port_trees.png
Bar = 20 um.
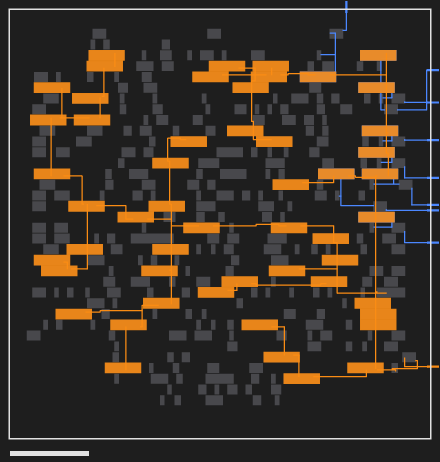
ff_map.png
Bar = 20 um. Other sequential cells in the stronger gray, the rest of the logic in the fainter gray.
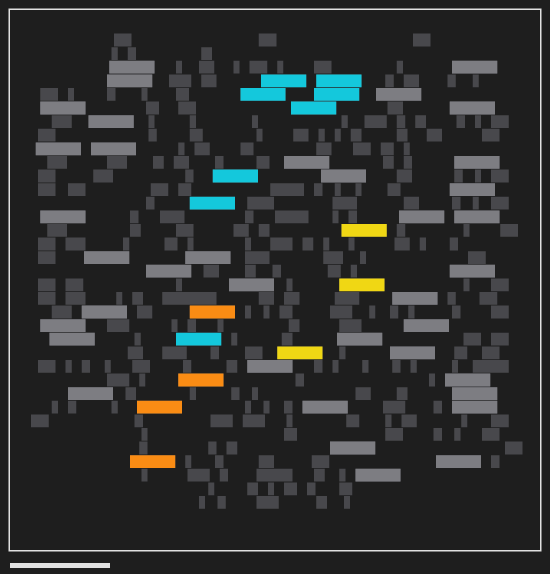
congestion_map.png
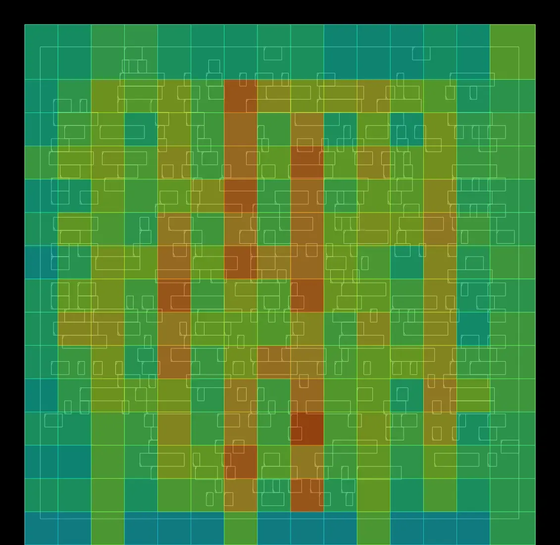
==> src/rtl/sign_div.sv <==
// ============================================================================
// sign_div : sequential signed divider, 8-bit dividend / 4-bit divisor,
//            restoring shift-subtract loop with start/done handshake.
// Revision : 1.0
// ============================================================================
`default_nettype none

module sign_div #(
   parameter int DW = 8,
   parameter int VW = 4
) (
   input  logic          clk,
   input  logic          rst_n,
   input  logic          start,
   input  logic [DW-1:0] dividend,
   input  logic [VW-1:0] divisor,
   output logic          busy,
   output logic          done,
   output logic [DW-1:0] quotient,
   output logic [VW-1:0] remainder,
   output logic          dz,
   output logic          ovf
);

   typedef enum logic [2:0] {
      S_IDLE = 3'd0,
      S_PREP = 3'd1,
      S_ITER = 3'd2,
      S_FIX  = 3'd3,
      S_DONE = 3'd4
   } state_t;

   localparam int CW = $clog2(DW);

   state_t        state;
   state_t        state_next;

   logic [DW-1:0] dvd_q;
   logic [VW-1:0] dvs_q;
   logic [DW-1:0] acc;
   logic [VW-1:0] mag_b;
   logic [VW:0]   partial;
   logic [CW-1:0] cnt;
   logic          sign_q;
   logic          sign_r;

   logic [VW:0]   shifted;
   logic          trial_ok;
   logic [VW:0]   trial;
   logic          accept;
   logic          busy_next;

   // accept a request only from the idle-like states
   assign accept = start && ((state == S_IDLE) || (state == S_DONE));

   always_ff @(posedge clk or negedge rst_n) begin
      if (!rst_n) begin
         state <= S_IDLE;
      end else begin
         state <= state_next;
      end
   end

   always_comb begin
      state_next = state;
      busy_next  = 1'b0;
      case (state)
         S_IDLE, S_DONE: begin
            if (start) begin
               state_next = S_PREP;
               busy_next  = 1'b1;
            end else begin
               state_next = S_IDLE;
            end
         end
         S_PREP: begin
            state_next = S_ITER;
            busy_next  = 1'b1;
         end
         S_ITER: begin
            busy_next = 1'b1;
            if (cnt == '0) begin
               state_next = S_FIX;
            end
         end
         S_FIX: begin
            state_next = S_DONE;
         end
         default: begin
            state_next = S_IDLE;
         end
      endcase
   end

   // partial never exceeds |divisor|-1 <= 7, so the low VW bits carry it
   assign shifted  = {partial[VW-1:0], acc[DW-1]};
   assign trial_ok = (shifted >= {1'b0, mag_b});
   assign trial    = shifted - {1'b0, mag_b};

   always_ff @(posedge clk or negedge rst_n) begin
      if (!rst_n) begin
         dvd_q     <= '0;
         dvs_q     <= '0;
         acc       <= '0;
         mag_b     <= '0;
         partial   <= '0;
         cnt       <= '0;
         sign_q    <= 1'b0;
         sign_r    <= 1'b0;
         busy      <= 1'b0;
         done      <= 1'b0;
         quotient  <= '0;
         remainder <= '0;
         dz        <= 1'b0;
         ovf       <= 1'b0;
      end else begin
         busy <= busy_next;
         done <= (state == S_FIX);

         if (accept) begin
            dvd_q <= dividend;
            dvs_q <= divisor;
         end

         case (state)
            S_PREP: begin
               sign_q  <= dvd_q[DW-1] ^ dvs_q[VW-1];
               sign_r  <= dvd_q[DW-1];
               acc     <= dvd_q[DW-1] ? DW'(~dvd_q + 1'b1) : dvd_q;
               mag_b   <= dvs_q[VW-1] ? VW'(~dvs_q + 1'b1) : dvs_q;
               partial <= '0;
               cnt     <= CW'(DW - 1);
            end
            S_ITER: begin
               partial <= trial_ok ? trial : shifted;
               acc     <= {acc[DW-2:0], trial_ok};
               cnt     <= cnt - 1'b1;
            end
            S_FIX: begin
               // zero divisor forces a clean zero result; -128/-1 falls out as 8'h80
               if (dvs_q == '0) begin
                  quotient  <= '0;
                  remainder <= '0;
               end else begin
                  quotient  <= sign_q ? DW'(~acc + 1'b1) : acc;
                  remainder <= sign_r ? VW'(~partial[VW-1:0] + 1'b1)
                                      : partial[VW-1:0];
               end
               dz  <= (dvs_q == '0);
               ovf <= (dvd_q == {1'b1, {(DW-1){1'b0}}}) && (dvs_q == '1);
            end
            default: begin
            end
         endcase
      end
   end

endmodule

`default_nettype wire

==> config.mk <==
export PLATFORM = sky130hd
export DESIGN_NAME = sign_div
export DESIGN_NICKNAME = d
export VERILOG_FILES = /design/src/rtl/sign_div.sv
export SDC_FILE = /design/constraint.sdc
export NUM_CORES = 1
export LEC_CHECK = 0
export CELL_PAD_IN_SITES_DETAIL_PLACEMENT = 2
export CELL_PAD_IN_SITES_GLOBAL_PLACEMENT = 2
export CORE_AREA = 3 3 103 105
export DETAILED_ROUTE_END_ITERATION = 10
export DIE_AREA = 0 0 106 108
export GPL_TIMING_DRIVEN = 0
export PLACE_DENSITY_LB_ADDON = 0.1
export SYNTH_ARGS = -nofsm -noshare
export SYNTH_HDL_FRONTEND = slang
export SYNTH_SLANG_ARGS = --single-unit
export TNS_END_PERCENT = 20
==> constraint.sdc <==
create_clock -name clk -period 3.02 [get_ports clk]
set_clock_uncertainty 0.1 [all_clocks]
set_input_delay 0.302 -clock clk [delete_from_list [all_inputs] [get_ports clk]]
set_output_delay 0.302 -clock clk [all_outputs]
set_load 0.05 [all_outputs]
==> impl_metrics.csv <==
group,metric,value,unit
outcome,outcome,"finished, final reports clean",
synth,flop_cell,"dfrtp_1",
finish,layout.cells.non_filler,428,
worst_setup_path,cp_data_arrival_time,2.17,ns
worst_setup_path,crit_required,3.13,ns
power,p_per_area,1170,nW/um2
detailed_routing,ant_nets,0,
place,dp.cells,419,
floorplanning,fp.dieW,106,um
synth,largest_area_cell,"dfrtp_1",
worst_setup_path,rr_worst_depth,5,
synth,yosys-stat-cells,255,
final_timing,hold_violations,0,
floorplanning,fp_util,0.2695,
worst_setup_path,rrSetupSlack,0.96,ns
cts,cts_sinks,52,
power,power_leakage,1.390,nW
finish,fin_nets,321,
floorplanning,fp-row-count,36,
global_route,antenna_found_initial,0,
cts,cts_resized,0,
finish,layout-drive-gt1-share,0.1017,
synth,syn_nets,282,
worst_setup_path,worstReg2RegEnd,"partial[0]",
final_timing,slew_headroom,0.6224,
cts,tritoncts,"yes",
synth,top_area_frac,0.4962,
worst_setup_path,path_class,"reg2reg",
worst_setup_path,start_kind,"flop",
flow_run,warnings,28,
final_timing,max_freq,0.4846,GHz
global_route,globalRoute.totalOverflow,0,
worst_setup_path,startpoint,"partial[1]",
final_timing,worst_pin_slew,0.5664,ns
synth,area_leaders,"dfrtp_1, nand2_1, ha_1, o21ai_0, mux2_2",
final_timing,rsz0062_at_grt,"no",
cts,clockBufferDepth,2,
hold_path,hold_path_class,"reg2reg",
detailed_routing,drt-vias-per-instance,4.624,
detailed_routing,vias,1979,
synth,synth_seq_share,0.4962,
final_timing,maxSlewViolCount,0,
synth,ys_warn_count,0,
final_timing,setup_viol,0,
final_timing,fin_crit,2.064,ns
finish,finalInstanceArea,3222,um2
worst_setup_path,worstSetupEndpoint,"partial[0]",
cts,clk_pin_slew_worst_paths,0.10,ns
power,p_total,3.769,mW
synth,avgSynthCellArea,10.28,um2
cts,cts_buffers,5,
synth,synthDistinctLibCells,47,
worst_setup_path,crit_fanout,8,
place,place.gp.congestion,0.7101,
detailed_routing,drt-initial-drc-count,60,
cts,clock_latency,0.31,ns
worst_setup_path,critPathCaptureType,"flop",
cts,clockRootBuffer,"clkbuf_8",
synth,yosys_area,2623,um2
worst_setup_path,r2r-start,"partial[1]",
synth,most_common_cell,"dfrtp_1",
cts,h-tree-depth,2,
global_route,grt_pass1_wl,11170,um
finish,antennaDiodeCount,0,
flow_run,maxCapViolations,0,
synth,top_cells_by_count,"dfrtp_1, nand2_1, inv_1, o21ai_0, o21ai_1",
synth,numSynthFlops,52,
floorplanning,die-area,11450,um2
power,ir_worst_vdd,0.2896,mV
synth,synthCells,255,
global_route,grt_max_degree,30,
global_route,grt_pass1_vias,2066,
synth,async_flop_share,1.000,
floorplanning,die_h,108,um
detailed_routing,drc,0,
final_timing,min_period_over_period,0.6833,
detailed_routing,drt_wl_total,6695,um
detailed_routing,first_pass_iters,4,
hold_path,min-delay-start,"cnt[0]",
synth,netlist_area,2623,um2
global_route,track_usage,0.1252,
floorplanning,core-area,9729,um2
synth,synth-edff-count,0,
place,dp_hpwl,5183,um
finish,syn2layout_area_growth,22.85,%
place,placed_area,3104,um2
-- port_trees.png (at the start) --
quotient: drawn in blue, bits 8, direction output, edge 7 right, 1 top, end cells 8, buffers 8, wire 155 um. rst_n: drawn in orange, bits 1, direction input, edge right, end cells 52, buffers 3, wire 498 um.
I/O Pins: 31
PortBufs: 30

-- ff_map.png (at the start) --
acc: drawn in cyan, sequential cells 8, where top middle. cnt: drawn in yellow, sequential cells 3. mag_b: drawn in orange, sequential cells 4.
seq pwr: 1.28 mW
fin util: 0.3311
FF/Latch Area: 1301 um2
Seq/total area: 0.4039

-- congestion_map.png (at the start) --
WL/cell: 15.64 um
GR Layer Usage met3: 0.02269
met2 Resource Use GR: 0.2058
met1 usage: 0.1697

sequential cells by signal, summed over array words and instances, names as in the netlist, 3 cells and up:
signal	cells
quotient	8
dvd_q	8
acc	8
remainder	4
cnt	3
mag_b	4
partial	4
dvs_q	4
state	3
repair_timing:
action                    in CTS  in global routing
buffers inserted               0                  0
hold buffers                   1                  0
hold endpoints to repair      23                  0
cell families (layout without fill, tap and decap cells):
| kind of cell | Yosys count | after routing | share of synthesized area |
|---|---|---|---|
| buffers and inverters | 30 | 70 | 0.04818 |
| AOI/OAI and AO/OA | 61 | 61 | 0.1508 |
| and+or+nand+nor | 72 | 72 | 0.1412 |
| xor gates and xnor gates | 15 | 15 | 0.05010 |
| muxes | 13 | 13 | 0.05344 |
| adders and majority gates | 12 | 12 | 0.06011 |
| DFF | 52 | 52 | 0.4962 |
routing by layer:
metal,routed length [um],part of all wire,vias up,global-route usage
li1,-,-,958,-
met1,3278,0.49,979,0.1697
met2,3120,0.47,35,0.2058
met3,221,0.033,7,0.02269
met4,74,0.011,0,0.03608
met5,0,0,-,0
cell usage in the layout, fill, tap and decap left out, types with 7 or more instances in the layout:
master and instances:
inv_1 17, xnor2_1 9, nand2_1 37, nor2_1 9, o21ai_0 17, o21ai_1 13, dfrtp_1 52, ha_1 11
mux2_2 7, clkdlybuf4s50_1 29
critical path, cell delays in order, from the launching register on:
cell and delay (ns):
dfrtp_1 0.47, ha_1 0.39, o21ai_0 0.11, a21oi_1 0.46
o21ai_0 0.16, a32o_1 0.28
stage by stage:
stage                       util  hold slack (ns)  setup slack [ns]  setup TNS [ns]
final                     0.3311           0.3792            0.9563               0
after global routing      0.3311           0.4131            0.7948               0
after floorplan                -         -0.09359             1.262               0
after detailed placement  0.3191           0.2355            0.8160               0
after CTS                 0.3311           0.3840            0.9372               0
after global placement    0.3175           0.3574           -0.2380          -12.10
where the power goes:
part	total, mW	internal [mW]	switching, mW
registers	1.28	1.00	0.280
logic	2.01	0.818	1.19
clock network	0.480	0.246	0.234
worst min-delay path by stage:
stage	depth (start not counted)	slack [ns]	end
after global placement	1	0.36	cnt[0]
after CTS	1	0.38	cnt[0]
after global routing	1	0.41	cnt[0]
final	1	0.38	cnt[0]
after detailed placement	1	0.24	remainder[1]
after floorplan	0	-0.09	acc[0]
area by class of cell:
| class | instances | area (um2) |
|---|---|---|
| fillers | 1100 | 6507 |
| repair buffers | 32 | 325.3 |
| flip-flops and latches | 52 | 1301 |
| multi-input cells | 173 | 1195 |
| inverters | 19 | 71.32 |
| clock inverters | 2 | 35.03 |
| plain buffers | 11 | 55.05 |
| well taps | 133 | 166.4 |
| clock buffers | 6 | 72.57 |
Power is estimated from default activity; no workload was simulated.
